[src/rtl/ife_deser_bitslip_if.sv]
// Serial-in / parallel-out bundle for the edge-clocked input deserializer.
// Master drives the pad side; slave is the deserializer.
interface ife_deser_bitslip_if #(
   parameter int WIDTH = 4
);
   logic             d;
   logic             sp;
   logic             bslip;
   logic [WIDTH-1:0] q;
   logic             qvalid;
   logic             slip_ack;

   modport master (
      output d, sp, bslip,
      input  q, qvalid, slip_ack
   );

   modport slave (
      input  d, sp, bslip,
      output q, qvalid, slip_ack
   );
endinterface

[src/rtl/ife_deser_bitslip.sv]
// Edge-clocked input deserializer with bit-slip alignment.
// Pad bit -> input register -> shift assembly -> word + valid strobe.
module ife_deser_bitslip #(
   parameter int               WIDTH     = 4,
   parameter bit               MSB_FIRST = 1'b1,
   parameter logic [WIDTH-1:0] INIT      = '0
) (
   input logic               eclk,
   input logic               rst,
   ife_deser_bitslip_if.slave io
);

   localparam int CW = (WIDTH > 2) ? $clog2(WIDTH) : 1;
   localparam logic [CW-1:0] LAST = CW'(WIDTH - 1);

   typedef enum logic [1:0] {
      RUN   = 2'd0,
      SLIP  = 2'd1,
      GUARD = 2'd2
   } state_t;

   state_t           state;
   state_t           state_nx;
   logic             din_r;
   logic             acc_r;
   logic [CW-1:0]    cnt;
   logic [WIDTH-1:0] sh;
   logic [WIDTH-1:0] sh_nx;
   logic [WIDTH-1:0] q_r;
   logic             qvalid_r;
   logic             ack_r;
   logic             take;
   logic             drop;
   logic             done;
   logic             at_last;

   // Input register: the pad bit is held whenever capture is disabled
   always_ff @(posedge eclk or posedge rst) begin
      if (rst) begin
         din_r <= 1'b0;
         acc_r <= 1'b0;
      end else begin
         if (io.sp)
            din_r <= io.d;
         acc_r <= io.sp;
      end
   end

   assign sh_nx = MSB_FIRST ? {sh[WIDTH-2:0], din_r}
                            : {din_r, sh[WIDTH-1:1]};

   assign at_last = acc_r && (cnt == LAST);

   always_ff @(posedge eclk or posedge rst) begin
      if (rst)
         state <= RUN;
      else
         state <= state_nx;
   end

   // A discard cycle never shifts or counts, so it can never complete a word
   always_comb begin
      state_nx = state;
      take     = acc_r;
      drop     = 1'b0;
      unique case (state)
         RUN: begin
            if (io.bslip)
               state_nx = SLIP;
         end
         SLIP: begin
            if (acc_r) begin
               take     = 1'b0;
               drop     = 1'b1;
               state_nx = GUARD;
            end
         end
         GUARD: begin
            if (at_last)
               state_nx = RUN;
         end
         default: state_nx = RUN;
      endcase
      done = take && (cnt == LAST);
   end

   always_ff @(posedge eclk or posedge rst) begin
      if (rst) begin
         cnt      <= '0;
         sh       <= '0;
         q_r      <= INIT;
         qvalid_r <= 1'b0;
         ack_r    <= 1'b0;
      end else begin
         qvalid_r <= done;
         ack_r    <= drop;
         if (take) begin
            sh  <= sh_nx;
            cnt <= done ? '0 : cnt + 1'b1;
         end
         if (done)
            q_r <= sh_nx;
      end
   end

   assign io.q        = q_r;
   assign io.qvalid   = qvalid_r;
   assign io.slip_ack = ack_r;

endmodule

[src/flat_wrapper.sv]
// flat-port wrapper written by rule: the top's interface ports become plain ports
module ife_deser_bitslip_flat 
#(
   parameter int               WIDTH     = 4,
   parameter bit               MSB_FIRST = 1'b1,
   parameter logic [WIDTH-1:0] INIT      = '0
)
  (eclk, rst, io_d, io_sp, io_bslip, io_q, io_qvalid, io_slip_ack);
  ife_deser_bitslip_if #(.WIDTH(WIDTH)) io_i ();
  input logic eclk;
  input logic rst;
  input wire logic [$bits(io_i.d)-1:0] io_d;
  input wire logic [$bits(io_i.sp)-1:0] io_sp;
  input wire logic [$bits(io_i.bslip)-1:0] io_bslip;
  output wire logic [$bits(io_i.q)-1:0] io_q;
  output wire logic [$bits(io_i.qvalid)-1:0] io_qvalid;
  output wire logic [$bits(io_i.slip_ack)-1:0] io_slip_ack;
  assign io_i.d = io_d;
  assign io_i.sp = io_sp;
  assign io_i.bslip = io_bslip;
  assign io_q = io_i.q;
  assign io_qvalid = io_i.qvalid;
  assign io_slip_ack = io_i.slip_ack;
  ife_deser_bitslip #(.WIDTH(WIDTH), .MSB_FIRST(MSB_FIRST), .INIT(INIT)) u_core (.eclk(eclk), .rst(rst), .io(io_i));
endmodule
[config.mk]
export PLATFORM = sky130hd
export DESIGN_NAME = ife_deser_bitslip_flat
export DESIGN_NICKNAME = d
export VERILOG_FILES = /design/src/rtl/ife_deser_bitslip_if.sv /design/src/rtl/ife_deser_bitslip.sv /design/src/flat_wrapper.sv
export SDC_FILE = /design/constraint.sdc
export NUM_CORES = 1
export LEC_CHECK = 0
export CAP_MARGIN = 25
export CORE_AREA = 4 4 41 43
export CTS_BUF_LIST = sky130_fd_sc_hd__clkbuf_4
export DETAILED_ROUTE_END_ITERATION = 8
export DIE_AREA = 0 0 45 47
export HOLD_SLACK_MARGIN = 0.03
export MAX_ROUTING_LAYER = met4
export PLACE_DENSITY = 0.71
export SLEW_MARGIN = 20
export SYNTH_ARGS = -nofsm -noshare
export SYNTH_HDL_FRONTEND = slang
export SYNTH_SLANG_ARGS = --single-unit
[constraint.sdc]
create_clock -name eclk -period 1.9 [get_ports eclk]
set_input_delay 0.38 -clock eclk [delete_from_list [all_inputs] [get_ports eclk]]
set_output_delay 0.38 -clock eclk [all_outputs]
set_load 0.05 [all_outputs]
pdn.png
Bar = 10 um. Pins as bars on the die edge.
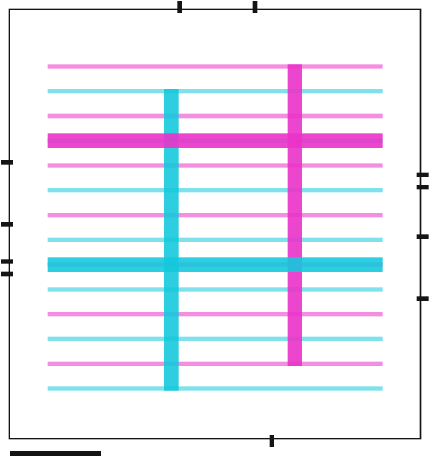
VDD -> magenta
VSS -> cyan
signal pins = 11
rows = 13
met5 straps = 2
met1 rails = 14
met4 straps = 2
chip height: 47 um
core box area: 1300 sq um
Max rail drop VDD: 1140 uV
die width: 45 um

cell_classes.png
Bar = 10 um.
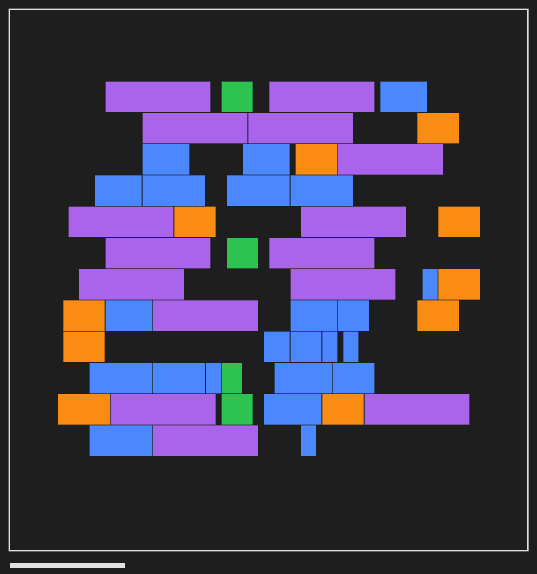
other buffers and delay cells -> orange  # cells 10
flip-flops -> purple  # cells 15
clock drivers and dummy loads -> green  # cells 4
all other logic -> blue  # cells 23
row cnt: 13
fin area: 757 sq um

clock_map.png
Bar = 10 um.
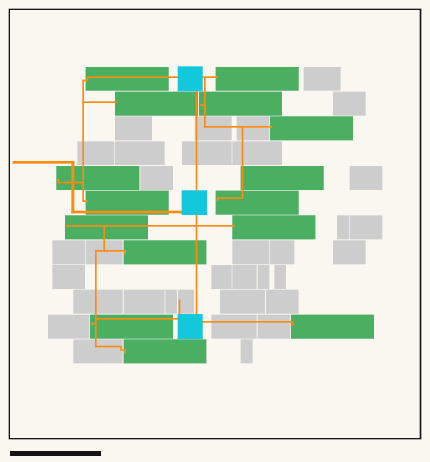
clock wires -> orange  # length 179 um
cells driving clock nets -> cyan  # count 3
flip-flops -> green  # count 15
routed clock nets = 4
clk pwr: 177 uW
Clk pwr share: 0.133
clock latency on the worst-skew pair: 0.28 ns
skew final: 0.00299 ns

metal_stack.png
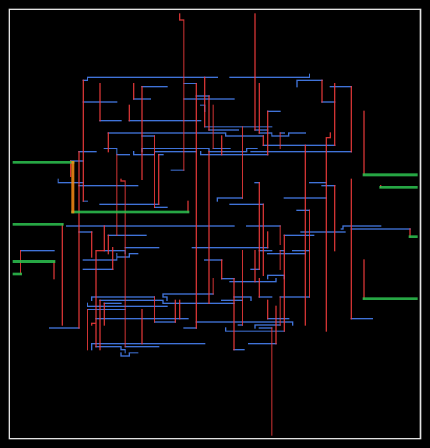
met2 -> red  # wire length 450 um
met3 -> green  # wire length 45.5 um
met4 -> orange  # wire length 5.40 um
met1 -> blue  # wire length 410 um
final WL: 910 um
Vias: 316
GRT Total Usage: 0.119

final_congestion.png
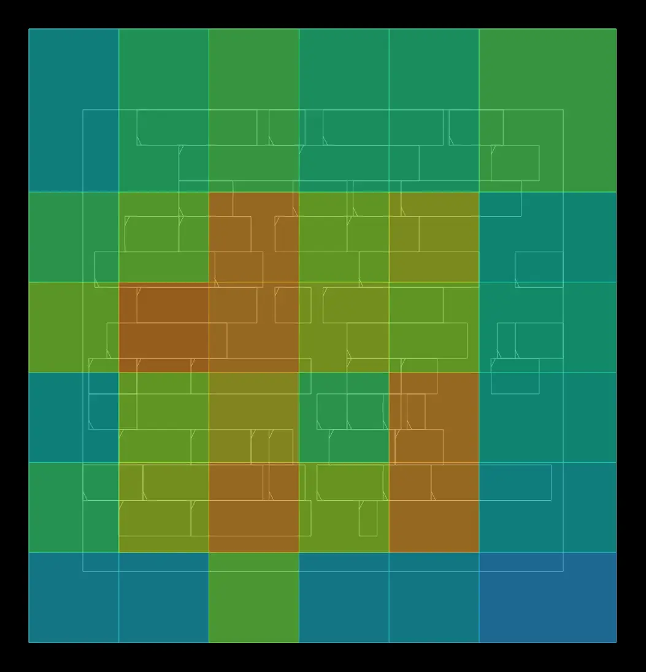
post-layout util: 0.582
grt met1 use: 0.143
grt met2 use: 0.175
GRT busiest layer: met2

[metrics by stage]
| stage | setup slack (ns) | utilization |
|---|---|---|
| after floorplan | 0.721 | - |
| after global placement | 0.395 | 0.559 |
| after detailed placement | 0.362 | 0.559 |
| after CTS | 0.0324 | 0.580 |
| after global routing | 0.0134 | 0.582 |
| final | 0.0858 | 0.582 |
[cell usage after synthesis (all sizes together)]
cell type  count  share of area
and2           1          0.012
dfrtp         15           0.62
ha             1          0.021
inv            2          0.012
mux2          10           0.22
mux2i          1          0.016
nand2          2          0.016
nand2b         1          0.023
nor2           3          0.031
nor2b          1          0.023
o21bai         1          0.012
[cells in the final DEF (no fill, tap or decap), drive strengths merged, types with 2 or more instances in the layout]
cell type      instances
clkbuf                 3
mux2                  10
dfrtp                 15
inv                    2
nand2                  2
nor2                   3
clkdlybuf4s50          9
==> run summary <==
ao+oa area frac - 0.0123
dpl cells - 63
Data buffer area share - 0.136
chip footprint - 2120 sq um
fp util - 0.467
first-pass detailed-route iteration total - 2
Finish-stage setup viols - 0
Top pwr grp - combinational logic
post-synthesis register bit count - 15
Worst-Margin Slew - 0.539 ns
combinational share of cell area - 0.298
outcome - completed
Final min period - 1.81 ns
Critical Path RT - 1.52 ns
Gate Count Post-Synth - 38
routed len/inst - 13.6 um
Clock-cell share - 0.0364
Crit Path Max Fanout - 2
Reg area - 375 sq um
max reg flops - 4
# diodes - 0
metal2 WL - 449 um
first-pass GRT wire length - 1650 um
Routed Antenna Nets - 0
clock buffers - 3
Yosys chip area - 608 sq um
antenna violations before repair - 0
CTS tree - built
r2r startpoint - u_core.cnt[0]
CTS Root Buffer Type - clkbuf_4
Worst-path clk slew - 0.09 ns
# resized after CTS - 0
crit end category - output pin
fin crit share - 0.955
Syn Nets - 44
cell depth of the worst flop-to-flop path - 4
worst-path cell chain - clkdlybuf4s50_1
Gate Area - 225 sq um
adder share - 0.0206
Switching Share - 0.379
wl on met1 - 409 um
WP buf/inv - 1
RR Endpoint - u_core.io.q[2]
DP Area - 727 sq um
port bufs - 10
Non-CTS inverters - 2
Mapped Area - 608 sq um
achievable frequency - 0.551 GHz
met3 WL - 45 um
number of tapcells - 15
grt ovf - 0
Crit path max-delay family - buffers and inverters
hold-fix buffers at CTS - 0
max layer used - met4
Routability Congestion - 0.715
bufs w/o clock - 10
share of cells above drive strength 1 - 0.365
xor/xnor share - 0
Hold Crit Class - input port to asynchronous set/reset pin
HPWL after DPL - 715 um
num sequential - 15
final setup TNS - 0 ns
Leakage - 0.364 nW
yosys simple share - 0.105
Synth Seq Share - 0.617
Cell Int Power - 827 uW
fin. max-slew vios - 0
Layout Cells excl Fill - 67
Leading cell kind - registers
crit path launch type - flip-flop
Syn Area/Cell - 16.0 sq um
Flop+latch power - 537 uW
Cell Type Count - 14
filler cell count in the final layout - 110
Post-CTS Setup Inserts - 0
Ports - 11
total power - 1.33 mW
main logic family after synthesis - multiplexers
Log Warnings - 26
RSZ-0062 raised after global routing - no
DRC viols - 0
Power is estimated from default activity; no workload was simulated.
